$ cat src/rtl/zba_decode_issue.sv
// Zba decode front end: splits each op into {base, index, shift} and
// issues it through a registered output stage backed by a one-entry skid buffer.
module zba_decode_issue #(
    parameter int XLEN  = 64,
    parameter int CNT_W = 16
) (
    input  logic             clk,
    input  logic             rst_n,
    input  logic             in_valid,
    output logic             in_ready,
    input  logic [31:0]      in_instr,
    input  logic [XLEN-1:0]  in_rs1,
    input  logic [XLEN-1:0]  in_rs2,
    output logic             out_valid,
    input  logic             out_ready,
    output logic [XLEN-1:0]  out_base,
    output logic [XLEN-1:0]  out_index,
    output logic [5:0]       out_sh,
    output logic [4:0]       out_rd,
    output logic             out_illegal,
    output logic [CNT_W-1:0] illegal_cnt
);

    typedef struct packed {
        logic [XLEN-1:0] base;
        logic [XLEN-1:0] index;
        logic [5:0]      sh;
        logic [4:0]      rd;
        logic            ill;
    } op_t;

    logic [6:0] opc;
    logic [2:0] f3;
    logic [6:0] f7;
    logic       f3_shn;
    logic       is_shadd;
    logic       is_adduw;
    logic       is_shadduw;
    logic       is_slliuw;
    logic [XLEN-1:0] rs1_zext;

    op_t dec;
    op_t out_q, out_d;
    op_t skid_q, skid_d;
    logic out_v_q, out_v_d;
    logic skid_v_q, skid_v_d;
    logic [CNT_W-1:0] cnt_q, cnt_d;

    logic in_xfer;
    logic out_xfer;
    logic out_free;

    assign opc      = in_instr[6:0];
    assign f3       = in_instr[14:12];
    assign f7       = in_instr[31:25];
    assign f3_shn   = (f3 == 3'b010) || (f3 == 3'b100) || (f3 == 3'b110);
    assign rs1_zext = {{(XLEN-32){1'b0}}, in_rs1[31:0]};

    assign is_shadd   = (opc == 7'b0110011) && (f7 == 7'b0010000) && f3_shn;
    assign is_adduw   = (opc == 7'b0111011) && (f7 == 7'b0000100)
                        && (f3 == 3'b000);
    assign is_shadduw = (opc == 7'b0111011) && (f7 == 7'b0010000) && f3_shn;
    assign is_slliuw  = (opc == 7'b0011011) && (f3 == 3'b001)
                        && (in_instr[31:26] == 6'b000010);

    // f3 of 010/100/110 maps directly onto shift 1/2/3 via f3[2:1]
    always_comb begin
        dec     = '0;
        dec.rd  = in_instr[11:7];
        dec.ill = 1'b0;
        unique case (1'b1)
            is_shadd: begin
                dec.base  = in_rs2;
                dec.index = in_rs1;
                dec.sh    = {4'b0, f3[2:1]};
            end
            is_adduw: begin
                dec.base  = in_rs2;
                dec.index = rs1_zext;
            end
            is_shadduw: begin
                dec.base  = in_rs2;
                dec.index = rs1_zext;
                dec.sh    = {4'b0, f3[2:1]};
            end
            is_slliuw: begin
                dec.index = rs1_zext;
                dec.sh    = in_instr[25:20];
            end
            default: dec.ill = 1'b1;
        endcase
    end

    assign in_ready = ~skid_v_q;
    assign in_xfer  = in_valid & in_ready;
    assign out_xfer = out_v_q & out_ready;
    assign out_free = ~out_v_q | out_ready;

    always_comb begin
        out_d    = out_q;
        out_v_d  = out_v_q;
        skid_d   = skid_q;
        skid_v_d = skid_v_q;
        cnt_d    = cnt_q;
        if (out_xfer && out_q.ill && (cnt_q != {CNT_W{1'b1}}))
            cnt_d = cnt_q + CNT_W'(1);
        // A full skid implies in_ready=0, so it never competes with a new input
        if (out_free) begin
            if (skid_v_q) begin
                out_d    = skid_q;
                out_v_d  = 1'b1;
                skid_v_d = 1'b0;
            end else if (in_xfer) begin
                out_d   = dec;
                out_v_d = 1'b1;
            end else begin
                out_v_d = 1'b0;
            end
        end else if (in_xfer) begin
            skid_d   = dec;
            skid_v_d = 1'b1;
        end
    end

    always_ff @(posedge clk or negedge rst_n) begin
        if (!rst_n) begin
            out_q    <= '0;
            out_v_q  <= 1'b0;
            skid_q   <= '0;
            skid_v_q <= 1'b0;
            cnt_q    <= '0;
        end else begin
            out_q    <= out_d;
            out_v_q  <= out_v_d;
            skid_q   <= skid_d;
            skid_v_q <= skid_v_d;
            cnt_q    <= cnt_d;
        end
    end

    assign out_valid   = out_v_q;
    assign out_base    = out_q.base;
    assign out_index   = out_q.index;
    assign out_sh      = out_q.sh;
    assign out_rd      = out_q.rd;
    assign out_illegal = out_q.ill;
    assign illegal_cnt = cnt_q;

endmodule

$ cat config.mk
export PLATFORM = sky130hd
export DESIGN_NAME = zba_decode_issue
export DESIGN_NICKNAME = d
export VERILOG_FILES = /design/src/rtl/zba_decode_issue.sv
export SDC_FILE = /design/constraint.sdc
export NUM_CORES = 1
export LEC_CHECK = 0
export CAP_MARGIN = 20
export CORE_UTILIZATION = 49
export CTS_CLUSTER_DIAMETER = 80
export DETAILED_ROUTE_END_ITERATION = 10
export PLACE_DENSITY = 0.84
export SETUP_SLACK_MARGIN = 0.15
export SLEW_MARGIN = 30
export SYNTH_ARGS = -nofsm -noshare
export SYNTH_HDL_FRONTEND = slang
export SYNTH_SLANG_ARGS = --single-unit
$ cat constraint.sdc
create_clock -name clk -period 2.06 [get_ports clk]
set_clock_uncertainty 0.2 [all_clocks]
set_input_delay 0.206 -clock clk [delete_from_list [all_inputs] [get_ports clk]]
set_output_delay 0.206 -clock clk [all_outputs]
set_load 0.03 [all_outputs]
Cell sizes after repair:
Drawn at 1.5 px/um.
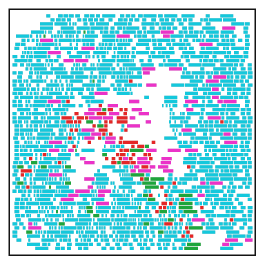
- _6 and larger: magenta (cells 82)
- _3 and _4 cells: red (cells 80)
- _0 and _1 cells: cyan (cells 1315)
- _2 cells: green (cells 43)
Final WS setup: 155.7 ps
Non-Clock Buffer Count: 418
Non-Filler Cell Area, Final: 18010 sq um
P&R area growth vs syn: 41.82%

Wiring heat map:
Drawn at 2 px/um. 33 x 33 tiles, from dark purple (low) to yellow (high), scaled to the fullest tile. Values are wire area over tile area, all layers added.
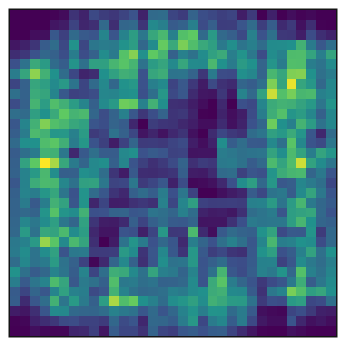
- tiles over half the peak: 22%
- mean over tiles: 0.25
- fullest tile: 0.70
routed via count: 11310
Routed WL: 39.65 mm

==> results.ini <==
[global_route]
use_met2=0.4816
grt_busiest_layer=met2
grt-ovfl-total=0
antenna_found_initial=0
grt_usage=0.2891
use_met3=0.05195
grt_pass1_wl_mm=60.82
grt_max_degree=96
grt_pass1_vias=11130
use_met1=0.3845

[synth]
ys_seq_frac=0.5871
yosysTopAreaCellShare=0.5871
ys_sh_aoi=0.2056
ys_top_logic_family=AND-OR/OR-AND gates
synth_cells=1148
synth_nets=1313
synth_flops=298
simple_gate_share=0.1522
ys_cells=1148
ff_type=dfrtp_1
ys_area_sq_um=12700
synth_cell_types=48
async_flop_share=1.000
synth-xor-area-share=0.006206
yosysWarningCount=0
syn_area_sq_um=12700
mux_share=0.008571
enable_flop_cells=0
adder_share=0.0009851
top_area_cell=dfrtp_1
topCellsByArea=dfrtp_1, a22o_1, a221o_1
syn_area_per_cell_sq_um=11.06

[drt]
wl_met1_mm=15.79
drtAntennaViolNets=0
vias_per_cell=6.113
drtIter0Drc=1053
wl_per_cell_um=21.43
wl_met2_mm=19.46
dr.max_layer_used=met4
drt_first_pass_iters=5
route.detailed.drc=0
wl_met3_mm=3.266

[clock_tree]
htreeDepth=1
path_clk_slew_ps=60
cts_resized=176
clock_path_buffers=3
cts_hold_buf=3
cts_tree=done
cts_root_buf=clkbuf_16
cts_setup_buffers=3

[critical_path]
ff2ff_setup_slack_ps=160
crit_top_cell=buf_12
r2r-end=out_base[1]$_DFFE_PN0P_
critPathCapture=out_base[1]$_DFFE_PN0P_
critPathLaunchType=primary input
cp-startpoint=in_instr[5]
r2r_start=skid_v_q$_DFFE_PN0P_
slowest_delay_ps=520
cp.arrival_ps=2190
cp_slowest_cell=clkdlybuf4s50_1
worst-path-stages=7
path_max_fanout=33
end_kind=flip-flop
required_ps=2350
worst-r2r-cell-count=8
crit_family=buffers and inverters
worst-path-buf-inv=4
crit_type=in2reg
cp_cell_sequence=clkdlybuf4s50_1 -> or3b_4 -> buf_12 -> nor4_4 -> buf_4 -> buf_12 -> a221o_1

[placement]
port_buffers=316
gp_congestion=0.8563
dp.final_hpwl_mm=25.07
post-place-ws_ps=-563.5
placedCellCount=1772

[floorplan]
num_rows=58
die_h_um=163.0
fp_util=0.5015
io_pins=322
dieArea_sq_um=26570
fp.dieW_um=163.0
fp.coreArea_sq_um=25330

[layout]
final_cell_mix=dfrtp_1, dlygate4sd2_1, clkdlybuf4s50_1, a21oi_1, a22o_1
fillers=1799
comb_area_sq_um=4961
ff_latch_area_sq_um=7476
fin_nets=1663
postLayoutCoreUtil=0.7112
antennaDiodeCount=0
final_cells=1850
drive_above_1_share=0.1349
final_common_cell=dfrtp_1

[worst_hold_path]
min_path_cells=2
holdPathEnd=out_sh[5]$_DFFE_PN0P_
min_from=in_instr[25]
worstHoldPathType=in2reg

[pwr]
irDropWorstVdd_uv=589.8
p_leak_nw=8.825
power_density_nw_per_um2=803.8

[run]
drv_cap=0
warnings=34

[timing]
slew_violations=0
hold_viol_final=0
fin_crit_sh=0.9244
rsz0062_at_grt=true
finalSetupViolations=0
slew_headroom=0.6253
min_period_ps=1904
max_freq_mhz=525.1
tightest_slew_ps=562.1

[run_status]
status=completed

The clock network:
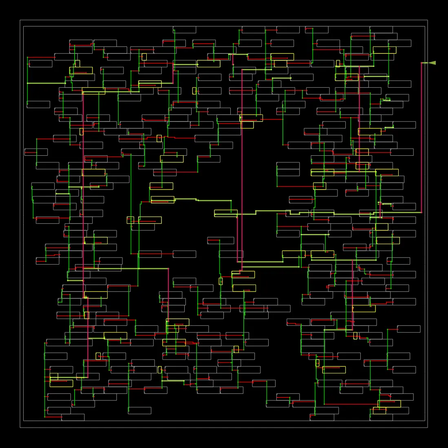
clk latency late pin: 550 ps
clock group power: 5.34 mW
cts bufs inserted: 30
Clock Sinks: 298

[synth_stat cells, drive strengths merged (3+ instances only)]
master / count
a211oi: 3
a21oi: 102
a221o: 68
a22o: 96
and3: 71
buf: 23
clkbuf: 77
dfrtp: 298
inv: 6
mux2: 4
mux2i: 6
nand2: 71
nand2b: 36
nand3: 8
nand4: 37
nor2: 75
nor2b: 35
nor3: 8
nor4: 8
o211ai: 3
o21ai: 48
o22ai: 32
or3: 3
xnor2: 4
xor2: 5
[power by group]
part / internal [mW] / switching [mW] / total, mW
sequential: 6.16 / 0.223 / 6.39
combinational: 1.08 / 1.68 / 2.75
clock: 3.04 / 2.30 / 5.34
[worst reg2reg max path, delay by kind of cell, from the launching register on]
kind | cells | cell delay (ps)
compound gates | 1 | 250
flops | 1 | 490
buf+inv | 4 | 580
simple gates | 3 | 300
[sequential cells by signal, indices dropped and copies added (netlist names)]
signal / flops
out_index: 64
skid_v_q: 1
out_base: 64
out_sh: 6
out_illegal: 1
skid_q: 140
out_valid: 1
illegal_cnt: 16
out_rd: 5
[cell type report]
class | instances | area share
clock buffers | 46 | 0.05064
clock inverters | 8 | 0.002570
inverters | 6 | 0.001250
multi-input cells | 744 | 0.2754
flip-flops and latches | 298 | 0.4150
well taps | 330 | 0.02292
repair buffers | 418 | 0.2321
[metrics by stage]
step                      hold WS (ps)  setup TNS [ps]  power (mW)  area, sq um
after detailed placement        -57.76         -126410       9.318        16750
final                            39.62               0       14.48        18010
after CTS                        10.58               0       14.42        17650
after global placement          -57.30         -109180       9.255        16750
after global routing             36.04               0       14.97        18010
after floorplan                 -289.6               0       7.772        12770
No activity file was given, so power comes from the tool's default toggle rates.
